**src/rtl/demux_pkg.sv**
```systemverilog
// Shared constants for the 1-to-4 demux dispatcher: channel count,
// channel-index width and the two-state holding-register encoding.
package demux_pkg;

    localparam int NCH = 4;
    localparam int CHW = 2;

    localparam logic [0:0] ST_IDLE = 1'b0;
    localparam logic [0:0] ST_BUSY = 1'b1;

endpackage

```
**src/rtl/rr_pick4.sv**
```systemverilog
// Rotating-priority picker: returns the first requesting channel found when
// searching ptr, ptr+1, ... modulo 4. Purely combinational.
module rr_pick4
    import demux_pkg::*;
(
    input  logic [NCH-1:0] req,
    input  logic [CHW-1:0] ptr,
    output logic [CHW-1:0] gnt_idx,
    output logic           gnt_any
);

    logic [CHW-1:0] idx_w [NCH];
    logic [NCH-1:0] rot_req;

    // Channel index at each search offset; the 2-bit add wraps modulo 4.
    generate
        for (genvar gi = 0; gi < NCH; gi++) begin : g_rot
            assign idx_w[gi]   = ptr + CHW'(gi);
            assign rot_req[gi] = req[idx_w[gi]];
        end
    endgenerate

    // Scan from the farthest offset down so the nearest request wins.
    always_comb begin
        gnt_idx = ptr;
        gnt_any = 1'b0;
        for (int i = NCH - 1; i >= 0; i--) begin
            if (rot_req[i]) begin
                gnt_idx = idx_w[i];
                gnt_any = 1'b1;
            end
        end
    end

endmodule

```
**src/rtl/demux_rr_dispatcher.sv**
```systemverilog
// Single-producer / four-consumer dispatcher. One output register holds the
// current word until the addressed channel accepts it; a new word can be
// captured in the same cycle the held one leaves, giving one word per cycle.
// Per-channel saturating counters track delivered words.
module demux_rr_dispatcher
    import demux_pkg::*;
#(
    parameter int W  = 8,
    parameter int CW = 8
)
(
    input  logic              clk,
    input  logic              rst,
    input  logic              in_valid,
    input  logic [W-1:0]      in_data,
    output logic              in_ready,
    input  logic [NCH-1:0]    cfg_en,
    input  logic              cfg_fixed,
    input  logic [CHW-1:0]    cfg_chan,
    output logic [NCH-1:0]    out_valid,
    output logic [W-1:0]      out_data,
    input  logic [NCH-1:0]    out_ready,
    output logic [CHW-1:0]    sel,
    output logic [NCH*CW-1:0] cnt
);

    logic [0:0]     state_reg, state_next;
    logic [W-1:0]   data_reg;
    logic [CHW-1:0] sel_reg;
    logic [CHW-1:0] ptr_reg;

    logic [CHW-1:0] rr_idx;
    logic           rr_any;
    logic [CHW-1:0] target;
    logic           have_target;
    logic           busy;
    logic           out_fire;
    logic           capture;

    rr_pick4 u_pick (
        .req     (cfg_en),
        .ptr     (ptr_reg),
        .gnt_idx (rr_idx),
        .gnt_any (rr_any)
    );

    // Target channel for the next capture: fixed channel if enabled, else RR pick.
    always_comb begin
        target      = rr_idx;
        have_target = rr_any;
        if (cfg_fixed) begin
            target      = cfg_chan;
            have_target = cfg_en[cfg_chan];
        end
    end

    assign busy     = (state_reg == ST_BUSY);
    assign out_fire = busy && out_ready[sel_reg];
    assign in_ready = have_target && (!busy || out_fire);
    assign capture  = in_valid && in_ready;

    // Next state: a capture always leaves the register full; a lone fire empties it.
    always_comb begin
        state_next = state_reg;
        if (capture) begin
            state_next = ST_BUSY;
        end else if (out_fire) begin
            state_next = ST_IDLE;
        end
    end

    // Holding register, channel select and RR pointer; only a capture changes them.
    always_ff @(posedge clk or posedge rst) begin
        if (rst) begin
            state_reg <= ST_IDLE;
            data_reg  <= '0;
            sel_reg   <= '0;
            ptr_reg   <= '0;
        end else begin
            state_reg <= state_next;
            if (capture) begin
                data_reg <= in_data;
                sel_reg  <= target;
                if (!cfg_fixed) begin
                    ptr_reg <= target + CHW'(1);
                end
            end
        end
    end

    assign out_data = data_reg;
    assign sel      = sel_reg;

    generate
        for (genvar gi = 0; gi < NCH; gi++) begin : g_chan
            logic [CW-1:0] cnt_reg;

            assign out_valid[gi]       = busy && (sel_reg == CHW'(gi));
            assign cnt[gi*CW +: CW]    = cnt_reg;

            // Delivered-word counter for this channel, sticking at all-ones.
            always_ff @(posedge clk or posedge rst) begin
                if (rst) begin
                    cnt_reg <= '0;
                end else if (out_fire && (sel_reg == CHW'(gi)) && (cnt_reg != {CW{1'b1}})) begin
                    cnt_reg <= cnt_reg + CW'(1);
                end
            end
        end
    endgenerate

endmodule

```
**config.mk**
```make
export PLATFORM = sky130hd
export DESIGN_NAME = demux_rr_dispatcher
export DESIGN_NICKNAME = d
export VERILOG_FILES = /design/src/rtl/demux_pkg.sv /design/src/rtl/rr_pick4.sv /design/src/rtl/demux_rr_dispatcher.sv
export SDC_FILE = /design/constraint.sdc
export NUM_CORES = 1
export LEC_CHECK = 0
export CAP_MARGIN = 20
export CORE_MARGIN = 2
export CORE_UTILIZATION = 52
export CTS_BUF_LIST = sky130_fd_sc_hd__clkbuf_2 sky130_fd_sc_hd__clkbuf_4 sky130_fd_sc_hd__clkbuf_8
export DETAILED_ROUTE_END_ITERATION = 10
export PLACE_DENSITY = 0.88
export SYNTH_ARGS = -nofsm -noshare
export SYNTH_HDL_FRONTEND = slang
export SYNTH_SLANG_ARGS = --single-unit
```
**constraint.sdc**
```tcl
create_clock -name clk -period 3.81 [get_ports clk]
set_input_delay 0.5715 -clock clk [delete_from_list [all_inputs] [get_ports clk]]
set_output_delay 0.5715 -clock clk [all_outputs]
set_load 0.02 [all_outputs]
```
Clock routing:
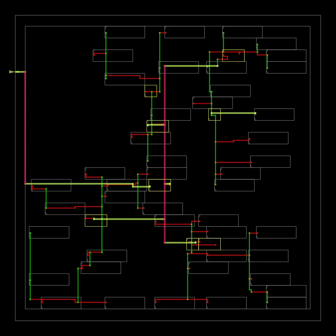
Final Skew: 9.61 ps
Num Clock Sinks: 45
cts bufs inserted: 5
Clock Latency Late Sink: 300 ps

Wire density map:
The die is cut into 14 by 14 equal tiles; dark blue is low, red is high, scaled to the fullest tile. Values are wire area over tile area, all layers added.
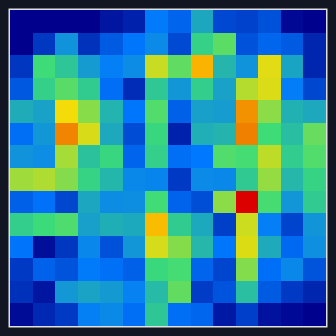
tiles over half the peak: 21%
nearly empty tiles: 4.6%
fullest tile: 0.46
mean over tiles: 0.15
densest ninth of the die: east
Tot GR Track Use: 20.7%
vias: 1741
Routed WL: 4720 um

Where the registers sit:
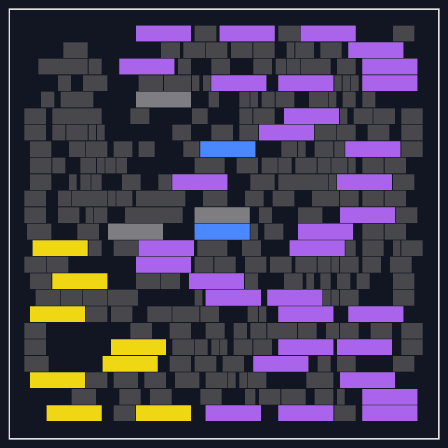
[purple] g_chan.cnt_reg | flops: 32
[blue] sel | flops: 2
[yellow] out_data | flops: 8 | where: south-west
register area: 0.00113 sq mm
sequential group power: 0.000791 W
Final Util: 72.2%

Cells coloured by class:
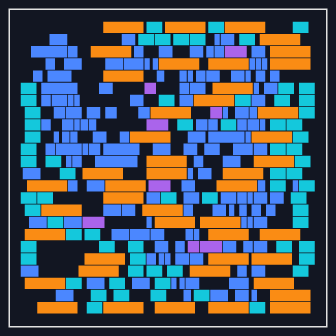
[blue] combinational and other logic | cells: 144 | share of their area: 37%
[purple] clock drivers and dummy loads | cells: 8 | share of their area: 3.0%
[cyan] remaining buffers and delay cells | cells: 68 | share of their area: 22%
[orange] sequential cells | cells: 45 | share of their area: 37%
Final Cell Area: 0.00310 sq mm
Seq/total area: 36.3%
Rows: 24

Routed clock nets over the placement:
Scale bar: 20 um.
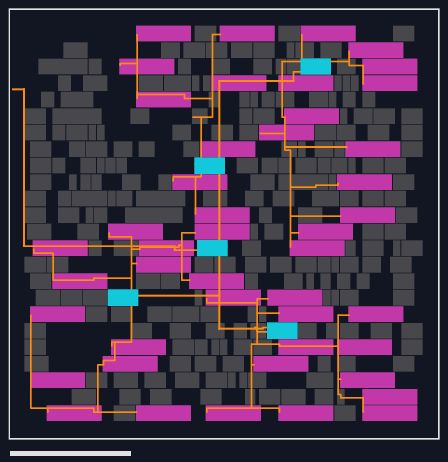
[cyan] clock drivers | count: 5
[magenta] flip-flops | count: 45
[orange] clock wires | length: 514 um
routed clock nets: 6
flops lie: all over the die
clock share of power: 14.8%
Clock Power: 0.000299 W

==> results_dict.tcl <==
# yosys + openroad results
set metrics [dict create \
    status "complete, no violations" \
    netlist_logic_family_top "simple AND/OR/NAND/NOR gates" \
    clk_share_pct 2.94 \
    hold_start "g_chan[1].cnt_reg[6]$_DFFE_PP0P_" \
    cpPeakStageDelay_ps 540 \
    drc 0 \
    hold-path-endpoint "g_chan[1].cnt_reg[6]$_DFFE_PP0P_" \
    grt.overflow.total 0 \
    finalHoldViolCount 0 \
    syn_nets 220 \
    clk_path_buf_depth 2 \
    hpwl_um 3580 \
    crit_slowest_cell "clkdlybuf4s50_1" \
    clk_pin_slew_ps 80 \
    slew_headroom_pct 38.1 \
    final_nets 290 \
    first_global_vias 1728 \
    ys_top_cells_by_count "45 x dfrtp_1, 18 x xnor2_1, 13 x nand2_1" \
    rsz0062_at_grt "no" \
    path_class "in2out" \
    max_freq_mhz 333 \
    critPathMaxFanout 7 \
    buffers 68 \
    crit_chain "clkdlybuf4s50_1 -> or2_2 -> nor4_1 -> nand2b_1 -> nor2_1 -> clkdlybuf4s50_1" \
    ant_nets 0 \
    fillers 324 \
    n_antenna_cell 0 \
    clock_buffers 7 \
    r2r-start "ptr_reg[1]$_DFFE_PP0P_" \
    logic_gates 137 \
    syn_to_final_growth_pct 34.8 \
]
## power by group through the flow
stage	logic, W	registers (W)	clock network [W]
after global placement	0.000909	0.000791	0
after CTS	0.000941	0.000791	0.000308
after floorplan	0.000429	0.000907	0
after global routing	0.000994	0.000820	0.000328
after detailed placement	0.000936	0.000801	0
final	0.000928	0.000791	0.000299
## per-layer routing
layer / part of all wire [%] / track usage [%]
met1: 43 / 26.9
met2: 49 / 33.4
met3: 6.9 / 6.06
met4: 1.4 / 7.05
met5: 0 / 0
## stage by stage
step | hold WS, ps | util, % | setup WS [ps]
2_1_floorplan | 579 | - | 1570
3_3_place_gp | 466 | 70.1 | 887
3_5_place_dp | 479 | 70.1 | 811
4_1_cts | 497 | 72.2 | 802
5_1_grt | 515 | 72.2 | 698
6_report | 488 | 72.2 | 808
No activity file was given, so power comes from the tool's default toggle rates.
